<file path="config.mk">
export PLATFORM = sky130hd
export DESIGN_NAME = flip_inject_ctrl
export DESIGN_NICKNAME = d
export VERILOG_FILES = /design/src/rtl/flip_inject_pkg.sv /design/src/rtl/inject_down_cnt.sv /design/src/rtl/flip_inject_ctrl.sv
export SDC_FILE = /design/constraint.sdc
export NUM_CORES = 1
export LEC_CHECK = 0
export ABC_AREA = 1
export CORE_ASPECT_RATIO = 0.7
export CORE_MARGIN = 3
export CORE_UTILIZATION = 55
export DETAILED_ROUTE_END_ITERATION = 7
export MAX_ROUTING_LAYER = met4
export PLACE_DENSITY = 0.81
export SYNTH_ARGS = -nofsm -noshare
export SYNTH_HDL_FRONTEND = slang
export SYNTH_HIERARCHICAL = 1
export SYNTH_SLANG_ARGS = --single-unit
export TNS_END_PERCENT = 10
</file>
<file path="constraint.sdc">
create_clock -name clk -period 6.1 [get_ports clk]
set_clock_uncertainty 0.1 [all_clocks]
set_input_delay 0.61 -clock clk [delete_from_list [all_inputs] [get_ports clk]]
set_output_delay 0.61 -clock clk [all_outputs]
set_load 0.005 [all_outputs]
</file>
<file path="src/rtl/flip_inject_pkg.sv">
// Shared types and constants for the flip-flop fault-injection controller.
// Holds the FSM state encoding, the select slot width and the err_o status codes.
package flip_inject_pkg;

    localparam int SLOT_W = 3;

    typedef enum logic [1:0] {
        ST_IDLE,
        ST_WAIT,
        ST_INJECT,
        ST_DONE
    } state_e;

    localparam logic [1:0] ERR_OK     = 2'd0;
    localparam logic [1:0] ERR_TARGET = 2'd1;
    localparam logic [1:0] ERR_ABORT  = 2'd2;

    // An all-zero mask would inject nothing, so it is promoted to a single-bit flip.
    function automatic logic [2:0] norm_mask(input logic [2:0] m);
        return (m == 3'b000) ? 3'b001 : m;
    endfunction

endpackage

</file>
<file path="src/rtl/inject_down_cnt.sv">
// Loadable down-counter shared by the delay and injection-length phases.
// A load wins over a decrement; the counter stops at zero.
module inject_down_cnt #(
    parameter int W = 16
) (
    input  logic         clk,
    input  logic         rst_n,
    input  logic         i_load,
    input  logic [W-1:0] i_load_val,
    input  logic         i_dec,
    output logic         o_zero
);

    logic [W-1:0] r_cnt;

    always_ff @(posedge clk or negedge rst_n) begin
        if (!rst_n) begin
            r_cnt <= '0;
        end else if (i_load) begin
            r_cnt <= i_load_val;
        end else if (i_dec && (r_cnt != '0)) begin
            r_cnt <= r_cnt - 1'b1;
        end
    end

    assign o_zero = (r_cnt == '0);

endmodule

</file>
<file path="src/rtl/flip_inject_ctrl.sv">
// Fault-injection controller: accepts one request at a time and, after a delay,
// drives a bit-flip mask onto one flip-flop select slot for a programmed number of cycles.
module flip_inject_ctrl
    import flip_inject_pkg::*;
#(
    parameter int NUM_SEL = 10,
    parameter int DLY_W   = 16
) (
    input  logic                                                clk,
    input  logic                                                rst_n,
    input  logic                                                cfg_valid,
    output logic                                                cfg_ready,
    input  logic [((NUM_SEL > 1) ? $clog2(NUM_SEL) : 1)-1:0]    cfg_target,
    input  logic [2:0]                                          cfg_mask,
    input  logic [DLY_W-1:0]                                    cfg_delay,
    input  logic [3:0]                                          cfg_len,
    input  logic                                                abort,
    output logic [SLOT_W*NUM_SEL-1:0]                           sel_o,
    output logic                                                done_o,
    output logic [1:0]                                          err_o,
    output logic [15:0]                                         inj_cnt_o
);

    localparam int TGT_W = (NUM_SEL > 1) ? $clog2(NUM_SEL) : 1;
    localparam int CNT_W = (DLY_W > 4) ? DLY_W : 4;

    state_e                     r_state;
    logic [TGT_W-1:0]           r_tgt;
    logic [2:0]                 r_mask;
    logic [3:0]                 r_len;
    logic [SLOT_W*NUM_SEL-1:0]  r_sel;
    logic                       r_done;
    logic [1:0]                 r_err;
    logic [15:0]                r_inj_cnt;

    logic                       w_accept;
    logic                       w_tgt_ok;
    logic                       w_cnt_zero;
    logic                       w_load;
    logic                       w_dec;
    logic [CNT_W-1:0]           w_load_val;
    logic [TGT_W-1:0]           w_pat_tgt;
    logic [2:0]                 w_pat_mask;
    logic [SLOT_W*NUM_SEL-1:0]  w_pattern;

    // The counter holds "cycles remaining minus one", so a zero length still gives one cycle.
    function automatic logic [CNT_W-1:0] len_load(input logic [3:0] l);
        return (l == 4'd0) ? '0 : CNT_W'(l - 4'd1);
    endfunction

    assign w_accept = cfg_valid && (r_state == ST_IDLE);
    assign w_tgt_ok = (32'(cfg_target) < NUM_SEL);

    assign w_pat_tgt  = (r_state == ST_IDLE) ? cfg_target : r_tgt;
    assign w_pat_mask = (r_state == ST_IDLE) ? norm_mask(cfg_mask) : r_mask;

    always_comb begin
        w_pattern = '0;
        for (int k = 0; k < NUM_SEL; k++) begin
            if (32'(w_pat_tgt) == k) begin
                w_pattern[k*SLOT_W +: SLOT_W] = w_pat_mask;
            end
        end
    end

    // The counter is loaded with the delay on accept, then reloaded with the length
    // when injection starts; delay 0 skips straight to the length.
    always_comb begin
        w_load     = 1'b0;
        w_dec      = 1'b0;
        w_load_val = '0;
        case (r_state)
            ST_IDLE: begin
                if (w_accept && w_tgt_ok) begin
                    w_load     = 1'b1;
                    w_load_val = (cfg_delay == '0) ? len_load(cfg_len)
                                                   : CNT_W'(cfg_delay - 1'b1);
                end
            end
            ST_WAIT: begin
                if (!abort) begin
                    if (w_cnt_zero) begin
                        w_load     = 1'b1;
                        w_load_val = len_load(r_len);
                    end else begin
                        w_dec = 1'b1;
                    end
                end
            end
            ST_INJECT: begin
                if (!abort && !w_cnt_zero) begin
                    w_dec = 1'b1;
                end
            end
            default: begin
            end
        endcase
    end

    inject_down_cnt #(
        .W (CNT_W)
    ) u_down_cnt (
        .clk        (clk),
        .rst_n      (rst_n),
        .i_load     (w_load),
        .i_load_val (w_load_val),
        .i_dec      (w_dec),
        .o_zero     (w_cnt_zero)
    );

    always_ff @(posedge clk or negedge rst_n) begin
        if (!rst_n) begin
            r_state   <= ST_IDLE;
            r_tgt     <= '0;
            r_mask    <= 3'b000;
            r_len     <= 4'd0;
            r_sel     <= '0;
            r_done    <= 1'b0;
            r_err     <= ERR_OK;
            r_inj_cnt <= 16'd0;
        end else begin
            case (r_state)
                ST_IDLE: begin
                    r_done <= 1'b0;
                    r_err  <= ERR_OK;
                    if (w_accept) begin
                        r_tgt  <= cfg_target;
                        r_mask <= norm_mask(cfg_mask);
                        r_len  <= cfg_len;
                        if (!w_tgt_ok) begin
                            r_state <= ST_DONE;
                            r_done  <= 1'b1;
                            r_err   <= ERR_TARGET;
                        end else if (cfg_delay == '0) begin
                            r_state <= ST_INJECT;
                            r_sel   <= w_pattern;
                        end else begin
                            r_state <= ST_WAIT;
                        end
                    end
                end
                ST_WAIT: begin
                    if (abort) begin
                        r_state <= ST_DONE;
                        r_done  <= 1'b1;
                        r_err   <= ERR_ABORT;
                    end else if (w_cnt_zero) begin
                        r_state <= ST_INJECT;
                        r_sel   <= w_pattern;
                    end
                end
                // Abort outranks the final injection cycle: no success is counted.
                ST_INJECT: begin
                    if (abort) begin
                        r_state <= ST_DONE;
                        r_sel   <= '0;
                        r_done  <= 1'b1;
                        r_err   <= ERR_ABORT;
                    end else if (w_cnt_zero) begin
                        r_state <= ST_DONE;
                        r_sel   <= '0;
                        r_done  <= 1'b1;
                        r_err   <= ERR_OK;
                        if (r_inj_cnt != 16'hFFFF) begin
                            r_inj_cnt <= r_inj_cnt + 16'd1;
                        end
                    end
                end
                ST_DONE: begin
                    r_state <= ST_IDLE;
                    r_done  <= 1'b0;
                    r_err   <= ERR_OK;
                end
                default: begin
                    r_state <= ST_IDLE;
                end
            endcase
        end
    end

    assign cfg_ready = (r_state == ST_IDLE);
    assign sel_o     = r_sel;
    assign done_o    = r_done;
    assign err_o     = r_err;
    assign inj_cnt_o = r_inj_cnt;

endmodule

</file>
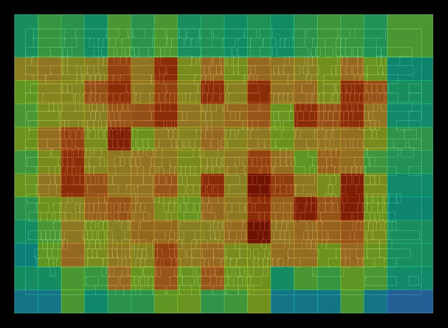
(run_1/congestion_map.png)
GRT met1 Usage: 38.7%
routed len/inst: 14.1 um

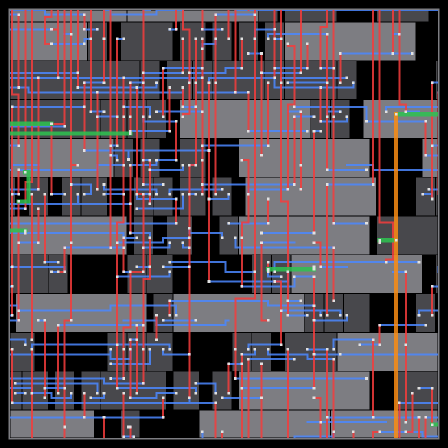
(run_1/closeup.png)
Window x 47 to 77, y 47 to 77 um. Cells in gray, sequential cells in the stronger gray; small squares are vias.
- blue: M1
- orange: M4
- red: M2
- green: M3
- sequential cells in the window: 17
- cells with their middle in the window: 77
- most frequent: nand2_1 (27), dfrtp_1 (17), nand3_1 (11)
- netlist names of flops here include: sel_o (11), inj_cnt_o (2), u_down_cnt/r_cnt (2)

==> impl_metrics.py, run 1 <==
# Synthesis and PnR figures
metrics = {
    "global_routing": {
        "antenna_found_initial": 0,
        "grt_pass1_vias": 4874,
        "grt_pass1_wl_um": 23200,
        "overflow": 0,
        "met2_usage_pct": 41.7,
        "grt_util_all_layers_pct": 27.6,
        "grt_max_degree": 79,
        "top_usage_layer": "met2",
    },
    "layout": {
        "final_area_um2": 6430,
        "final_layout_top_logic_cells": "nand2_1 (298), nor2_1 (112), clkdlybuf4s50_1 (79), dfrtp_1 (78), nand3_1 (63)",
        "drive_above_1_share_pct": 8.91,
        "nets": 888,
        "post-route-util_pct": 69.5,
        "areaGrowthSynthToFinish_pct": 20.2,
        "stdcell_count": 977,
        "seq_area_um2": 1950,
    },
    "die": {
        "floorplan.core_util_pct": 57.9,
        "chipWidth_um": 124,
        "die-area_um2": 11000,
        "ios": 81,
    },
    "synth": {
        "top_area_cell": "dfrtp_1",
        "ys_types": 36,
        "synthTopCellsByCount": "nand2_1 (298), nor2_1 (112), dfrtp_1 (78)",
        "synth-async-reset-ratio_pct": 100,
        "syn_area_per_cell_um2": 6.90,
        "ys_area_um2": 5360,
        "top_cell_area_share_pct": 36.4,
        "synth-edff-count": 0,
        "compound_area_share_pct": 4.93,
        "ys_cells": 776,
        "postSynthSeqShare_pct": 36.4,
        "xor_share_pct": 4.25,
        "top_cell": "nand2_1",
        "ys_warn_count": 6,
        "synthFlopType": "dfrtp_1",
        "synth.area.mux_share_pct": 0.210,
        "synthCells": 776,
    },
    "power": {
        "power.density_nw_per_um2": 424,
        "ir_worst_vdd_mv": 0.266,
        "p_total_uw": 2730,
    },
    "clock_tree": {
        "clockBufferDepth": 2,
        "post_cts_buffers": 0,
        "cts_buffers": 9,
        "postCtsHoldBufs": 0,
        "cts.sinks": 78,
        "clockRootBuffer": "clkbuf_16",
        "insertion_delay_ns": 0.34,
    },
    "place": {
        "placed_cells": 961,
        "place_ws_ns": 2.54,
        "gp_congestion": 0.988,
        "hpwl_um": 10200,
        "port_buffers": 80,
    },
    "outcome": {
        "status": "complete, no violations",
    },
    "detailed_routing": {
        "drt_wl_total_um": 13800,
        "vias_per_cell": 5.26,
        "wl_met1_um": 6490,
        "num_vias": 5136,
        "drtIter0Drc": 651,
        "drtAntennaViolNets": 0,
    },
    "sta": {
        "setup_viol": 0,
        "timing.slew.headroom_pct": 34.1,
        "hold_ws_ns": 0.316,
        "rsz0062_at_grt": "false",
        "finalCritPeriodShare_pct": 59.9,
        "min_period_ns": 3.65,
    },
    "worst_setup_path": {
        "start_kind": "flop",
        "r2r-end": "u_down_cnt/r_cnt[14]",
        "required_ns": 6.22,
        "cp.arrival_ns": 3.78,
        "critical_path_class": "reg2reg",
        "timing.rr.start": "u_down_cnt/r_cnt[0]",
        "endpoint_kind": "flop",
        "cp_max_fo": 22,
    },
}
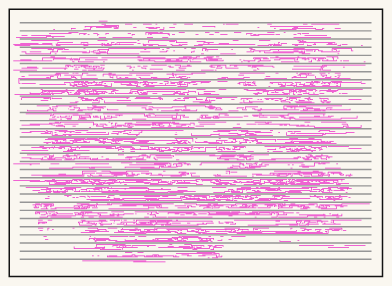
(run_1/m1.png)
(3 px per um) Supply wires on this layer in gray.
- share of all routed wire: 47%
- nets with wire on the layer: 802
- main direction: horizontal
- longest straight run: 30.8 um
- wire length on this layer: 6,490 um

## run 1: worst max path at each step
stage                     slack, ns                 from                   end  cells after the start
after CTS                      2.50  u_down_cnt/r_cnt[0]  u_down_cnt/r_cnt[14]                     17
after detailed placement       2.54  u_down_cnt/r_cnt[0]  u_down_cnt/r_cnt[14]                     17
after global routing           2.16  u_down_cnt/r_cnt[0]  u_down_cnt/r_cnt[12]                     17
after global placement         2.82  u_down_cnt/r_cnt[0]  u_down_cnt/r_cnt[14]                     17
final                          2.45  u_down_cnt/r_cnt[0]  u_down_cnt/r_cnt[14]                     17
after floorplan                3.48  u_down_cnt/r_cnt[0]   u_down_cnt/r_cnt[2]                     19
## run 1: layout make-up
cell class / instances / area share, %
clock inverter: 7 / 1.17
timing repair buffer: 83 / 12.8
sequential: 78 / 30.3
inverter: 61 / 3.60
multi-input combinational: 615 / 46.2
clock buffer: 9 / 3.50
tap: 124 / 2.41
## run 1: worst max-delay path, cell delays in order, from the launching register on
cell and delay, ns:
dfrtp_1 0.40, inv_1 0.12, ha_1 0.27, inv_1 0.10
nor2_1 0.18, nand3_1 0.15, nor2_2 0.18, nand2_1 0.09
nor4_2 0.25, nand2_1 0.12, nor2_1 0.16, inv_1 0.07
o21ai_0 0.10, buf_4 0.26, inv_1 0.39, or2_2 0.43
nand3_1 0.08, nand2_1 0.06
## run 1: sequential cells by signal (all words and copies together), names as in the netlist
name              count
err_o                 2
u_down_cnt/r_cnt     16
r_tgt                 4
done_o                1
r_mask                3
inj_cnt_o            16
sel_o                30
r_state               2
r_len                 4
## run 1: power breakdown
part           switching, uW  total, uW  leakage (uW)  internal (uW)
registers                141        818       0.00105            677
logic                    878       1370       0.00200            494
clock network            221        539      0.000149            318
total                   1240       2730       0.00320           1490
==> run 1 -> run 2 <==
- CORE_UTILIZATION: 55 -> 50
- PLACE_DENSITY: 0.81 -> 0.78
- clock period: 6.1 -> 3.3 ns (I/O delays scaled with it)
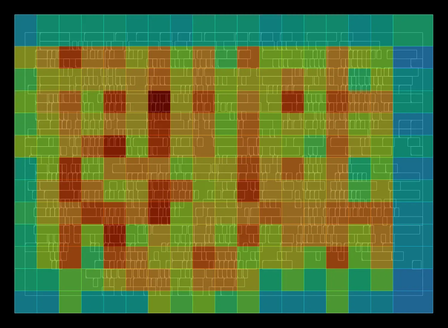
(run_2/congestion_map.png)
GRT met1 Usage: 34.3%
grt met3 use: 4.84%

==> run 2 against run 1 <==
Register-to-register slack got worse by 2.2 ns. Clock power up 97%. Utilization shrank 4.7 points. Fmax rose by 21%. Area after synthesis is the same. Critical path type unchanged. Critical endpoint is now u_down_cnt/r_cnt[4].
==> impl_metrics.py, run 2 <==
# Synthesis and PnR figures
metrics = {
    "layout": {
        "seq_area_um2": 1950,
        "final_layout_top_logic_cells": "nand2_1 (298), nor2_1 (112), clkdlybuf4s50_1 (79), dfrtp_1 (78), nand3_1 (62)",
        "clock_area_share_pct": 4.85,
        "final_area_um2": 6520,
        "stdcell_count": 987,
        "inverters": 61,
        "largest_reg_flops": 30,
        "post-route-util_pct": 64.8,
        "logic_gates": 615,
        "buffers_excl_clock": 89,
        "areaGrowthSynthToFinish_pct": 21.8,
        "clock_buffers": 11,
    },
    "place": {
        "gp_congestion": 0.931,
        "placed_cells": 967,
        "hpwl_um": 10300,
        "port_buffers": 80,
    },
    "global_routing": {
        "antenna_found_initial": 0,
        "grt_util_all_layers_pct": 24.0,
        "overflow": 0,
        "grt_pass1_vias": 4875,
        "grt_max_degree": 79,
        "grt_pass1_wl_um": 23100,
    },
    "die": {
        "floorplan.core_util_pct": 53.2,
        "nWellTaps": 128,
        "ios": 81,
        "chipWidth_um": 130,
        "die-area_um2": 12000,
    },
    "worst_setup_path": {
        "cp_max_fo": 8,
        "critPathMaxStageDelay_ns": 0.39,
        "crit_buf_inv": 5,
        "critical_path_class": "reg2reg",
        "start_kind": "flop",
        "crit_family": "simple AND/OR/NAND/NOR gates",
        "worstPathCellList": "inv_1 -> ha_2 -> inv_1 -> nor2_1 -> nand3_2 -> nor2_4 -> nand2_1 -> nor4_4 -> nand2_1 -> nor2_1 -> inv_1 -> o21ai_0 -> inv_2 -> buf_4 -> nor2_1 -> a21oi_1 -> nand2_1 -> nand2_1",
        "crit_top_cell": "nand2_1",
        "cp.arrival_ns": 3.13,
    },
    "power": {
        "switching_power_uw": 2280,
        "p_comb_share_pct": 49.9,
        "p_total_uw": 5140,
        "power.density_nw_per_um2": 788,
        "pg_clk_uw": 1060,
        "ir_worst_vdd_mv": 0.499,
        "seq_power_share_pct": 29.6,
        "p_int_uw": 2860,
        "clkPwrFrac_pct": 20.5,
    },
    "outcome": {
        "status": "complete, no violations",
    },
    "clock_tree": {
        "clockRootBuffer": "clkbuf_16",
        "insertion_delay_ns": 0.32,
        "clockBufferDepth": 2,
        "cts_buffers": 9,
    },
    "synth": {
        "compound_area_share_pct": 4.93,
        "top_area_cell": "dfrtp_1",
        "synth.area.mux_share_pct": 0.210,
        "top_cell": "nand2_1",
        "ys_cells": 776,
        "xor_share_pct": 4.25,
        "synthCells": 776,
        "postSynthSeqShare_pct": 36.4,
        "top_cell_area_share_pct": 36.4,
        "synth-async-reset-ratio_pct": 100,
        "ys_types": 36,
        "syn_area_per_cell_um2": 6.90,
        "synth-edff-count": 0,
        "ys_area_um2": 5360,
    },
    "sta": {
        "setup_viol": 0,
        "timing.slew.headroom_pct": 33.1,
        "finalCritPeriodShare_pct": 91.3,
        "min_period_ns": 3.01,
        "hold_ws_ns": 0.0747,
    },
    "detailed_routing": {
        "drtAntennaViolNets": 0,
        "drt_wl_total_um": 13800,
        "wl_per_cell_um": 13.9,
        "vias_per_cell": 5.26,
    },
}
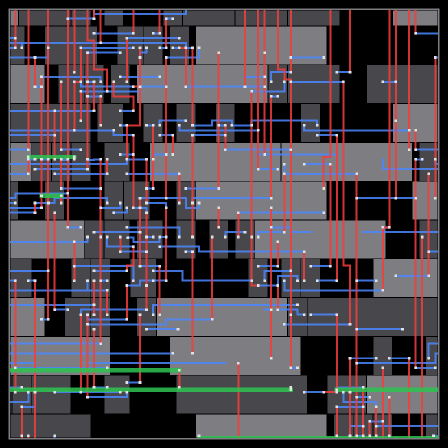
(run_2/closeup.png)
Window x 50 to 80, y 50 to 80 um. Cells in gray, sequential cells in the stronger gray; small squares are vias.
- green: M3
- red: M2
- blue: M1
- cells with their middle in the window: 66
- most frequent: nand2_1 (25), dfrtp_1 (12)
- netlist names of flops here include: sel_o (9), u_down_cnt/r_cnt (2)
- sequential cells in the window: 12

==> run 2: cell counts after synthesis <==
Identical to the previous run, type by type.
==> run 2: worst paths after layout <==
| check | start | endpoint | slack (ns) | cells past startpoint |
|---|---|---|---|---|
| setup / recovery | u_down_cnt/r_cnt[0] | u_down_cnt/r_cnt[4] | 0.29 | 18 |
| hold / removal | rst_n | u_down_cnt/r_cnt[1] | 0.07 | 1 |
| setup reg to reg | u_down_cnt/r_cnt[0] | u_down_cnt/r_cnt[4] | 0.29 | 18 |
| hold reg to reg | sel_o[28] | sel_o[28] | 0.37 | 2 |
| max in group asynchronous | rst_n | sel_o[23] | 2.38 | 1 |
| min in group clk | sel_o[28] | sel_o[28] | 0.37 | 2 |
==> run 2: cell families (layout without fill, tap and decap cells) <==
kind of cell | Yosys count | count (layout)
simple gates | 532 | 532
buf+inv | 83 | 166
flops | 78 | 78
compound gates | 47 | 47
xor+xnor | 26 | 26
fa+ha+maj | 9 | 9
mux | 1 | 1
==> run 2: layer usage <==
metal  GRT usage (%)  up-vias  part of all wire [%]
li1                -     2584                     -
met1            34.3     2438                    48
met2            36.5      164                    46
met3            4.84        8                   6.1
met4            2.94        0                  0.43
met5               -        -                     0
==> run 2: worst reg2reg max path: cells and delay by family, from the launching register on <==
| family | cells | cell delay [ns] |
|---|---|---|
| AND/OR/NAND/NOR | 10 | 1.44 |
| buffers and inverters | 5 | 0.55 |
| flip-flops | 1 | 0.39 |
| adder cells (fa/ha/maj) | 1 | 0.23 |
| AND-OR/OR-AND | 2 | 0.19 |
==> run 2: what timing repair did <==
action,in CTS,in global routing
hold endpoints to repair,0,0
setup buffers,0,4
endpoints found under the setup margin,0,12
gates resized,0,5
Power figures rest on the tool's default switching activity, not on a simulated workload.
